## config.mk

```make
export PLATFORM = sky130hd
export DESIGN_NAME = rfft_in_loader
export DESIGN_NICKNAME = d
export VERILOG_FILES = /design/src/rtl/rfft_in_loader.sv
export SDC_FILE = /design/constraint.sdc
export NUM_CORES = 1
export LEC_CHECK = 0
export ABC_AREA = 1
export CAP_MARGIN = 20
export CORE_MARGIN = 2
export CORE_UTILIZATION = 44
export CTS_CLUSTER_DIAMETER = 100
export CTS_CLUSTER_SIZE = 20
export DETAILED_ROUTE_END_ITERATION = 10
export GPL_TIMING_DRIVEN = 0
export PLACE_DENSITY_LB_ADDON = 0.25
export RECOVER_POWER = 100
export SLEW_MARGIN = 0
export SYNTH_ARGS = -nofsm -noshare
export SYNTH_HDL_FRONTEND = slang
export SYNTH_SLANG_ARGS = --single-unit
```

## constraint.sdc

```tcl
create_clock -name Clk -period 1.45 [get_ports Clk]
set_clock_uncertainty 0.1 [all_clocks]
set_input_delay 0.145 -clock Clk [delete_from_list [all_inputs] [get_ports Clk]]
set_output_delay 0.145 -clock Clk [all_outputs]
set_load 0.01 [all_outputs]
```

## src/rtl/rfft_in_loader.sv

```systemverilog
// Input loader for the 256-point RFFT core: streams one frame into four 64-deep banks.
// Optional build macro: RFFT_LOADER_BITREV_EN (bit-reversed bank/address map).
module rfft_in_loader #(
    parameter int WIDTH  = 32,
    parameter int N      = 256,
    parameter int ADDR_W = 6
) (
    input  logic              Clk,
    input  logic              Reset,
    input  logic              s_valid,
    input  logic [WIDTH-1:0]  s_data,
    input  logic              s_last,
    output logic              s_ready,
    output logic [3:0]        bank_we,
    output logic [ADDR_W-1:0] bank_addr,
    output logic [WIDTH-1:0]  bank_wdata,
    output logic              fft_start,
    input  logic              fft_done,
    output logic              busy,
    output logic              frame_err
);

    typedef enum logic [1:0] {
        LOAD  = 2'd0,
        START = 2'd1,
        WAIT  = 2'd2
    } state_t;

    state_t     state_q;
    state_t     state_d;
    logic [7:0] idx_q;
    logic [7:0] idx_d;
    logic       done_q;
    logic       done_edge;
    logic       accept;
    logic       last_idx;
    logic [7:0] map_k;

    assign s_ready   = (state_q == LOAD);
    assign accept    = s_valid & s_ready;
    assign last_idx  = (idx_q == 8'(N - 1));
    assign done_edge = fft_done & ~done_q;

`ifdef RFFT_LOADER_BITREV_EN
    // Decimation-in-time ordering: sample k lands at bitreverse8(k)
    function automatic logic [7:0] bitrev8(input logic [7:0] k);
        logic [7:0] r;
        for (int i = 0; i < 8; i++) begin
            r[i] = k[7-i];
        end
        return r;
    endfunction
    assign map_k = bitrev8(idx_q);
`else
    assign map_k = idx_q;
`endif

    // Next-state and index update
    always_comb begin
        state_d = state_q;
        idx_d   = idx_q;
        unique case (state_q)
            LOAD: begin
                if (accept) begin
                    if (last_idx) begin
                        state_d = START;
                        idx_d   = 8'd0;
                    end else if (s_last) begin
                        idx_d = 8'd0;
                    end else begin
                        idx_d = idx_q + 8'd1;
                    end
                end
            end
            START: state_d = WAIT;
            WAIT: begin
                if (done_edge) begin
                    state_d = LOAD;
                end
            end
            default: state_d = LOAD;
        endcase
    end

    // State, index and done-edge registers
    always_ff @(posedge Clk) begin
        if (Reset) begin
            state_q <= LOAD;
            idx_q   <= 8'd0;
            done_q  <= 1'b0;
        end else begin
            state_q <= state_d;
            idx_q   <= idx_d;
            done_q  <= fft_done;
        end
    end

    // Registered bank write port, start pulse, busy flag and framing error
    always_ff @(posedge Clk) begin
        if (Reset) begin
            bank_we    <= 4'd0;
            bank_addr  <= '0;
            bank_wdata <= '0;
            fft_start  <= 1'b0;
            busy       <= 1'b0;
            frame_err  <= 1'b0;
        end else begin
            bank_we   <= accept ? (4'b0001 << map_k[7:6]) : 4'd0;
            fft_start <= (state_q == START);
            frame_err <= accept & (last_idx ^ s_last);
            if (accept) begin
                bank_addr  <= map_k[5:0];
                bank_wdata <= s_data;
            end
            if (state_q == WAIT && done_edge) begin
                busy <= 1'b0;
            end else if (accept && idx_q == 8'd0) begin
                busy <= 1'b1;
            end
        end
    end

endmodule

```

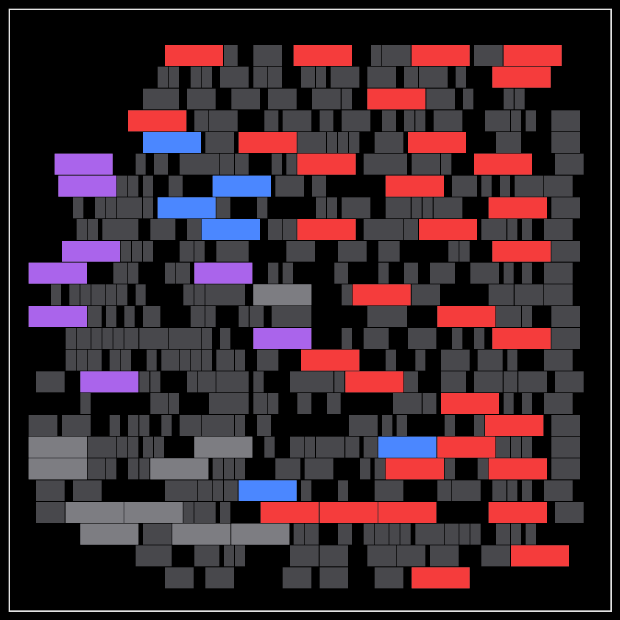
run_1/ff_map.png
(8 px per um)
[`bank_addr`] blue | flops: 6
[`bank_wdata`] red | flops: 32
[`idx_q`] purple | flops: 8 | where: west
not coloured: 10

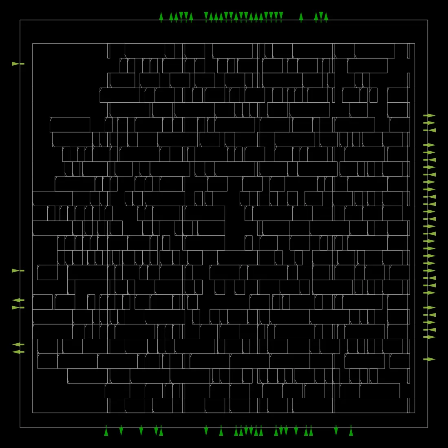
run_1/placed.png
final core utilization: 0.666
registers: 56
# Taps: 67
post-route insts no fill: 436

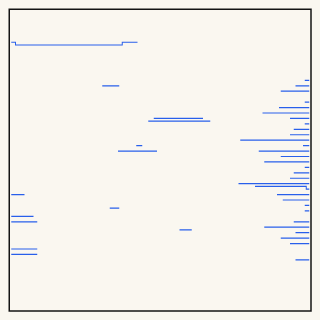
run_1/m3.png
(4 px per um)
share of all routed wire: 5.5%
longest straight run: 26.7 um
wire length on this layer: 286 um
main direction: horizontal
nets with wire on the layer: 40

==> results.json, run 1 <==
{
  "core_area_mm2": 0.00479,
  "fmax_mhz": 702,
  "dp_cells": 428,
  "antenna_found_initial": 0,
  "critPathBufInv": 1,
  "htreeDepth": 2,
  "n_fill_cell": 434,
  "cp.arrival_ns": 1.18,
  "drv_slew": 0,
  "ios": 83,
  "aoi_share": 0.131,
  "layout_top_cell": "nor2_1",
  "die_h_um": 75.0,
  "fin_nets": 407,
  "critPathMaxFanout": 2,
  "grt.overflow.total": 0,
  "status": "finished clean",
  "yosysChipArea_mm2": 0.00222,
  "drive_gt1_frac": 0.117,
  "worstMarginPinSlew_ns": 0.373,
  "cts_tree": "built",
  "cpPeakStageDelay_ns": 0.55,
  "top_cell_area_share": 0.505,
  "crit_chain": "clkdlybuf4s50_1",
  "fp_util": 0.464,
  "dpl_cell_area_mm2": 0.00313,
  "fp.dieW_um": 75.0,
  "ys_cells": 279,
  "lay_top_cells": "nor2_1, dfxtp_1, clkdlybuf4s50_1",
  "cts.sinks": 56,
  "synthCells": 279,
  "fin_crit_sh": 0.982,
  "synth.logic.top_family": "simple AND/OR/NAND/NOR gates",
  "yosys.area.top_type": "dfxtp_1",
  "synth-edff-count": 0,
  "cp.required_ns": 1.21,
  "max-cap-violations": 0,
  "grt_max_degree": 16,
  "grt_pass1_wl_mm": 8.12,
  "dieArea_mm2": 0.00563,
  "peakVddDrop_uv": 582,
  "drt-initial-drc-count": 45
}
==> run 1: area by class of cell <==
class                      instances  area [um2]  share of cell area
buffer                            13        95.1              0.0298
clock buffer                       8        90.1              0.0282
multi-input combinational        188         910               0.285
sequential                        56        1120               0.352
tap                               67        83.8              0.0263
inverter                          22        82.6              0.0259
timing repair buffer              82         807               0.253
==> run 1: power by group <==
part	switching, uW	internal (uW)	total, uW
sequential	38.7	1620	1660
clock	459	391	849
combinational	227	268	494
total	724	2280	3000
==> run 1: worst paths after layout <==
path	cells past startpoint	startpoint	to	slack (ns)
min	2	Reset	state_q[1]	0.09
min reg2reg	2	busy	busy	0.36
max reg2reg	6	state_q[1]	bank_addr[1]	0.11
max	1	bank_addr[1]	bank_addr[1]	0.03
==> run 1: layer usage <==
metal	vias up	share of wire	routed length, um	global-route usage
li1	1054	-	-	-
met3	5	0.055	285	0.0348
met1	920	0.42	2170	0.221
met4	0	0.011	56	0.0595
met2	47	0.52	2670	0.333
met5	-	0	0	0
==> run 1: timing repair <==
item	in CTS	in global routing
endpoints found under the setup margin	3	39
pin swaps	0	0
gates resized	3	33
==> run 1: stage by stage <==
stage	worst slack (ns)	hold slack [ns]
5_1_grt	-0.0135	0.122
2_1_floorplan	0.222	0.114
6_report	0.0258	0.0923
3_3_place_gp	-0.191	0.337
3_5_place_dp	-0.194	0.346
4_1_cts	0.000640	0.301
==> run 1: cells by family (layout without fill, tap and decap cells) <==
family	Yosys count	in the layout
xor gates and xnor gates	1	1
DFF	56	56
buffers and inverters	35	125
and+or+nand+nor	136	136
AOI/OAI and AO/OA	49	49
adders and majority gates	2	2
==> run 1: flip-flops by register name, summed over array words and instances, names as in the netlist <==
name and flops:
bank_addr 6, bank_wdata 32, bank_we 4, busy 1, done_q 1, fft_start 1
frame_err 1, idx_q 8, state_q 2
==> run 1 -> run 2 <==
--- a/config.mk
+++ b/config.mk
@@ -6,9 +6,8 @@
 export NUM_CORES = 1
 export LEC_CHECK = 0
 export ABC_AREA = 1
-export CAP_MARGIN = 20
 export CORE_MARGIN = 2
-export CORE_UTILIZATION = 44
+export CORE_UTILIZATION = 45
 export CTS_CLUSTER_DIAMETER = 100
 export CTS_CLUSTER_SIZE = 20
 export DETAILED_ROUTE_END_ITERATION = 10
==> constraint.sdc (replaced) <==
create_clock -name Clk -period 1.85 [get_ports Clk]
set_clock_uncertainty 0.1 [all_clocks]
set_input_delay 0.185 -clock Clk [delete_from_list [all_inputs] [get_ports Clk]]
set_output_delay 0.185 -clock Clk [all_outputs]
set_load 0.01 [all_outputs]
==> run 2 against run 1 <==
Effect of this change: register-to-register slack improved by 0.17 ns; worst setup slack improved by 0.14 ns; first-iteration DRC count rose by 56%; flip-flop count did not move; cell area fell by 1.3%; area after synthesis did not move; non-clock buffer count did not move; clock power fell by about 20%.
==> results.json, run 2 <==
{
  "worst_r2r_path_depth": 7,
  "r2r_slack_ns": 0.28,
  "place_ws_ns": 0.154,
  "log.warning_count": 27,
  "htreeDepth": 2,
  "period_minus_slack_ns": 1.69,
  "r2r-end": "idx_q[5]",
  "grt.overflow.total": 0,
  "hold_class": "flip-flop to flip-flop",
  "max-cap-violations": 0,
  "dp_cells": 428,
  "drt-initial-drc-count": 70,
  "yosys.area.top_type": "dfxtp_1",
  "grt.total_usage": 0.186,
  "place.gp.congestion": 0.808,
  "p_int_uw": 1770,
  "setup_viol": 0,
  "clkPwrFrac": 0.290,
  "cp.required_ns": 1.56,
  "finalNonFillerCells": 436,
  "hold_end": "busy",
  "switchingPower_uw": 568,
  "drt_first_pass_iters": 4,
  "path_delay_family": "buffers and inverters",
  "grt_max_degree": 16,
  "drive_gt1_frac": 0.0732,
  "grt_pass1_wl_mm": 7.90,
  "min_from": "busy",
  "dpl_cell_area_mm2": 0.00313,
  "ant_nets": 0,
  "fin_nets": 407,
  "lay_top_cells": "nor2_1, dfxtp_1, dlygate4sd3_1",
  "cp.arrival_ns": 1.40,
  "ios": 83,
  "core_area_mm2": 0.00475,
  "layout_top_cell": "nor2_1",
  "crit_start": "state_q[1]",
  "cts_tree": "built",
  "status": "finished clean",
  "areaGrowthSynthToFinish_pct": 41.8,
  "dieArea_mm2": 0.00551,
  "synth-edff-count": 0,
  "ctsHoldBuffers": 0,
  "synthCells": 279,
  "cts.sinks": 56,
  "setup_slack_ns": 0.162,
  "start_kind": "flip-flop",
  "critPathBufInv": 1,
  "ys_cells": 279,
  "setup_tns_ns": 0,
  "fin_util": 0.662,
  "fmax_mhz": 592,
  "largest_reg_flops": 32,
  "r2r_start": "state_q[1]",
  "largest-register": "bank_wdata",
  "fp.dieW_um": 74.3,
  "combPwrFrac": 0.157,
  "worstMarginPinSlew_ns": 0.475,
  "switching_share": 0.243,
  "port-buffer-count": 82,
  "seqPwrFrac": 0.553,
  "crit_chain": "nor2_4, clkdlybuf4s50_1",
  "timing.hold.ws_ns": 0.348,
  "largestRegisters": "bank_wdata x32, idx_q x8, bank_addr x6",
  "die_h_um": 74.3,
  "clock_latency_ns": 0.30,
  "cts_resized": 0,
  "synth-main-ff-cell": "dfxtp_1",
  "min_delay_path_depth": 2,
  "top_cell_area_share": 0.505,
  "antenna_found_initial": 0,
  "cpPeakStageDelay_ns": 0.55,
  "drv_slew": 0,
  "fp_util": 0.467,
  "cp_slowest_cell": "clkdlybuf4s50_1",
  "peakVddDrop_uv": 333,
  "yosysChipArea_mm2": 0.00222,
  "critPathMaxFanout": 4,
  "fin_crit_sh": 0.912,
  "p_total_uw": 2340
}
-- run 2: logic make-up after synthesis --
kind of cell             after synthesis  share of synthesized area
AND/OR/NAND/NOR                      136                      0.269
flip-flops                            56                      0.505
AND-OR/OR-AND                         49                      0.131
buffers and inverters                 35                     0.0800
adder cells (fa/ha/maj)                2                     0.0113
XOR/XNOR                               1                    0.00394
-- run 2: worst max-delay path by stage --
stage               slack [ns]  depth (start not counted)        endpoint
finish                    0.16                          2         s_ready
floorplan                 0.62                          8       frame_err
detailed placement        0.15                          6  bank_wdata[14]
global placement          0.17                          6  bank_wdata[15]
CTS                       0.15                          2         s_ready
global route              0.08                          6  bank_wdata[29]
-- run 2: worst register-to-register path, cell delays in order, from the launching register on --
cell,delay (ns)
dfxtp_1,0.37
nor2_4,0.17
nand2_4,0.07
dlymetal6s2s_1,0.27
nor2_1,0.26
nand3_1,0.10
nand2_1,0.08
nor2_1,0.04
-- run 2: layout make-up --
| cell class | count | area [um2] |
|---|---|---|
| Multi-Input combinational cell | 188 | 867 |
| Buffer | 13 | 83.8 |
| Timing Repair Buffer | 82 | 821 |
| Clock buffer | 8 | 90.1 |
| Tap cell | 67 | 83.8 |
| Sequential cell | 56 | 1120 |
| Inverter | 22 | 82.6 |
| Fill cell | 455 | 1610 |
-- run 2: layer usage --
layer / routed length (um) / GRT usage / vias up
met1: 2290 / 0.225 / 873
met3: 283 / 0.0528 / 6
met4: 55 / 0.0595 / 0
met2: 2450 / 0.320 / 48
met5: 0 / 0 / -
li1: - / - / 1060
-- run 2: power by group through the flow --
stage          registers (uW)  clock network, uW  logic (uW)
5_1_grt                  1300                741         407
6_report                 1300                679         368
3_5_place_dp             1330                  0         411
3_3_place_gp             1320                  0         406
4_1_cts                  1300                693         413
2_1_floorplan            1360                  0         150
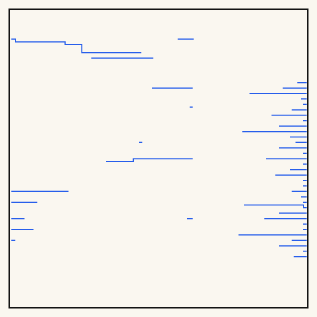
run_2/m3.png
(4 px per um)
nets with wire on the layer: 41
longest straight run: 16.8 um
share of all routed wire: 5.6%

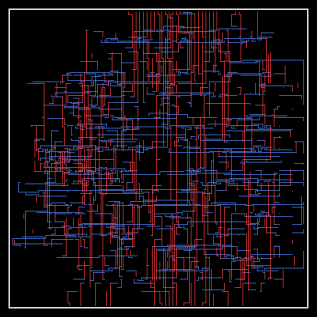
run_2/layers.png
(4 px per um) Two of the layers only.
[M2] red | wire length: 2,450 um
[M1] blue | wire length: 2,290 um

==> run 2 -> run 3 <==
--- a/config.mk
+++ b/config.mk
@@ -6,12 +6,12 @@
 export NUM_CORES = 1
 export LEC_CHECK = 0
 export ABC_AREA = 1
-export CORE_MARGIN = 2
-export CORE_UTILIZATION = 45
+export CORE_UTILIZATION = 47
 export CTS_CLUSTER_DIAMETER = 100
 export CTS_CLUSTER_SIZE = 20
 export DETAILED_ROUTE_END_ITERATION = 10
 export GPL_TIMING_DRIVEN = 0
+export MAX_ROUTING_LAYER = met4
 export PLACE_DENSITY_LB_ADDON = 0.25
 export RECOVER_POWER = 100
 export SLEW_MARGIN = 0
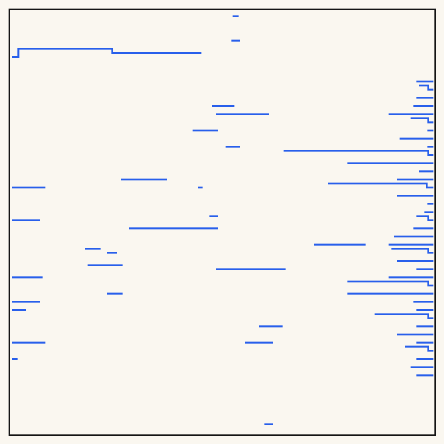
run_3/m3.png
(6 px per um)
GR Util met3: 0.0527
total number of vias: 2,062

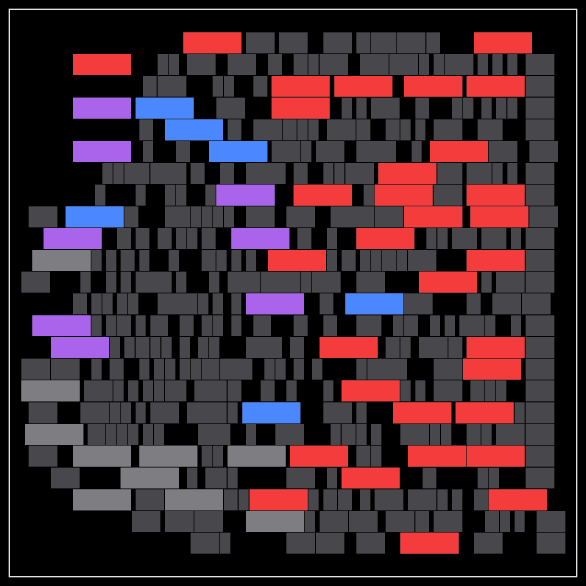
run_3/ff_map.png
(8 px per um)
Reg area: 0.00112 mm2
final core utilization: 0.709

==> run 3 against run 2 <==
Effect of this change: the flow now finishes with violations (design-rule violations); critical path depth unchanged; global-route usage up 2.9 points; sequential share of layout area hardly changed; combinational power is 3% higher; wire length down 1.1%; via count up 3.8%; die area down 9.2%; final cell count is 3.4% lower; synthesized cell count is the same; worst setup slack got worse by 0.047 ns; sequential power is essentially flat.
==> results.json, run 3 <==
{
  "clock_area_frac": 0.0286,
  "r2r-end": "idx_q[7]",
  "status": "finished with violations",
  "switchingPower_uw": 558,
  "cts.sinks": 56,
  "r2r_start": "state_q[1]",
  "fin_crit_sh": 0.938,
  "period_minus_slack_ns": 1.74,
  "buffer_area_frac": 0.287,
  "drv_slew": 0,
  "seq_share": 0.356,
  "cp.arrival_ns": 1.45,
  "largestRegisters": "bank_wdata x32, idx_q x8, bank_addr x6",
  "synthCells": 279,
  "ant_nets": 0,
  "place.gp.congestion": 0.928,
  "dominant_cells": "registers",
  "comb_area_frac": 0.282,
  "fp_util": 0.500,
  "n_all_inverters": 22,
  "fin_nets": 407,
  "largest_reg_flops": 32,
  "peakVddDrop_uv": 414,
  "critPathBufInv": 1,
  "seqPwrFrac": 0.555,
  "endpoint": "s_ready",
  "path_delay_family": "buffers and inverters",
  "cts_resized": 0,
  "cp_slowest_cell": "dlygate4sd3_1",
  "drt_first_pass_iters": 7,
  "ios": 83,
  "ys_cells": 279,
  "comb_cells": 188,
  "p_total_uw": 2340,
  "log.warning_count": 27,
  "max-cap-violations": 0,
  "hold_class": "input pin to flip-flop",
  "clock_latency_ns": 0.30,
  "die_h_um": 70.7,
  "areaGrowthSynthToFinish_pct": 42.0,
  "core_area_mm2": 0.00444,
  "crit_start": "state_q[1]",
  "ctsHoldBuffers": 0,
  "cts_tree": "built",
  "yosysChipArea_mm2": 0.00222,
  "min_delay_path_depth": 3,
  "antenna_found_initial": 0,
  "grt_max_degree": 16,
  "dieArea_mm2": 0.00500,
  "drt-initial-drc-count": 96,
  "clkPwrFrac": 0.283,
  "crit_chain": "nor2_4, dlygate4sd3_1",
  "grt_pass1_wl_mm": 8.38,
  "drc": 18,
  "largest-register": "bank_wdata",
  "r2r_slack_ns": 0.26,
  "n_fill_cell": 405,
  "setup_slack_ns": 0.115,
  "combPwrFrac": 0.162,
  "comb_area_um2": 890,
  "nClkBuffers": 8,
  "switching_share": 0.239,
  "setup_viol": 0,
  "synth-main-ff-cell": "dfxtp_1",
  "violations": "design-rule violations",
  "nNonClkBuffers": 95,
  "fmax_mhz": 576,
  "drive_gt1_frac": 0.0894,
  "ff_count": 56,
  "taps": 52,
  "critPathMaxFanout": 4,
  "lay_top_cells": "nor2_1, dfxtp_1, dlygate4sd3_1",
  "cp.required_ns": 1.56,
  "yosys.area.top_type": "dfxtp_1"
}
==> run 3: cell counts after synthesis <==
Identical to the previous run, type by type.
==> run 3: cells by family after synthesis <==
family	Yosys count	synth area share
buffers and inverters	35	0.0800
AOI/OAI and AO/OA	49	0.131
xor gates and xnor gates	1	0.00394
adders and majority gates	2	0.0113
and+or+nand+nor	136	0.269
DFF	56	0.505
==> run 3: through the flow <==
| step | hold slack [ns] | area, um2 |
|---|---|---|
| after detailed placement | 0.345 | 3110 |
| after global routing | 0.358 | 3150 |
| final | 0.346 | 3150 |
| after CTS | 0.343 | 3200 |
| after floorplan | 0.154 | 2220 |
| after global placement | 0.338 | 3110 |
==> run 3: metal layers <==
metal,global-route usage,share of wire,wire length [um]
met1,0.256,0.44,2210
met2,0.359,0.47,2360
met3,0.0527,0.071,355
met4,0.0689,0.019,94
met5,-,0,0
==> run 3: worst min-delay path by stage <==
stage,from,to
6_report,fft_done,done_q
5_1_grt,fft_done,done_q
4_1_cts,fft_done,done_q
3_5_place_dp,busy,busy
3_3_place_gp,busy,busy
2_1_floorplan,Reset,bank_addr[3]
==> run 3: worst reg2reg max path, cell delays in order, from the launching register on <==
cell,delay [ns]
dfxtp_1,0.37
nor2_4,0.16
nand2_4,0.07
dlymetal6s2s_1,0.28
nor2_1,0.27
nand3_1,0.11
nand2_1,0.08
nor2_1,0.04
==> run 3: power groups by stage <==
stage | logic (uW) | registers (uW) | clock network [uW]
4_1_cts | 415 | 1300 | 686
3_5_place_dp | 413 | 1330 | 0
3_3_place_gp | 405 | 1330 | 0
2_1_floorplan | 150 | 1360 | 0
6_report | 379 | 1300 | 661
5_1_grt | 415 | 1310 | 735
No activity file was given, so power comes from the tool's default toggle rates.
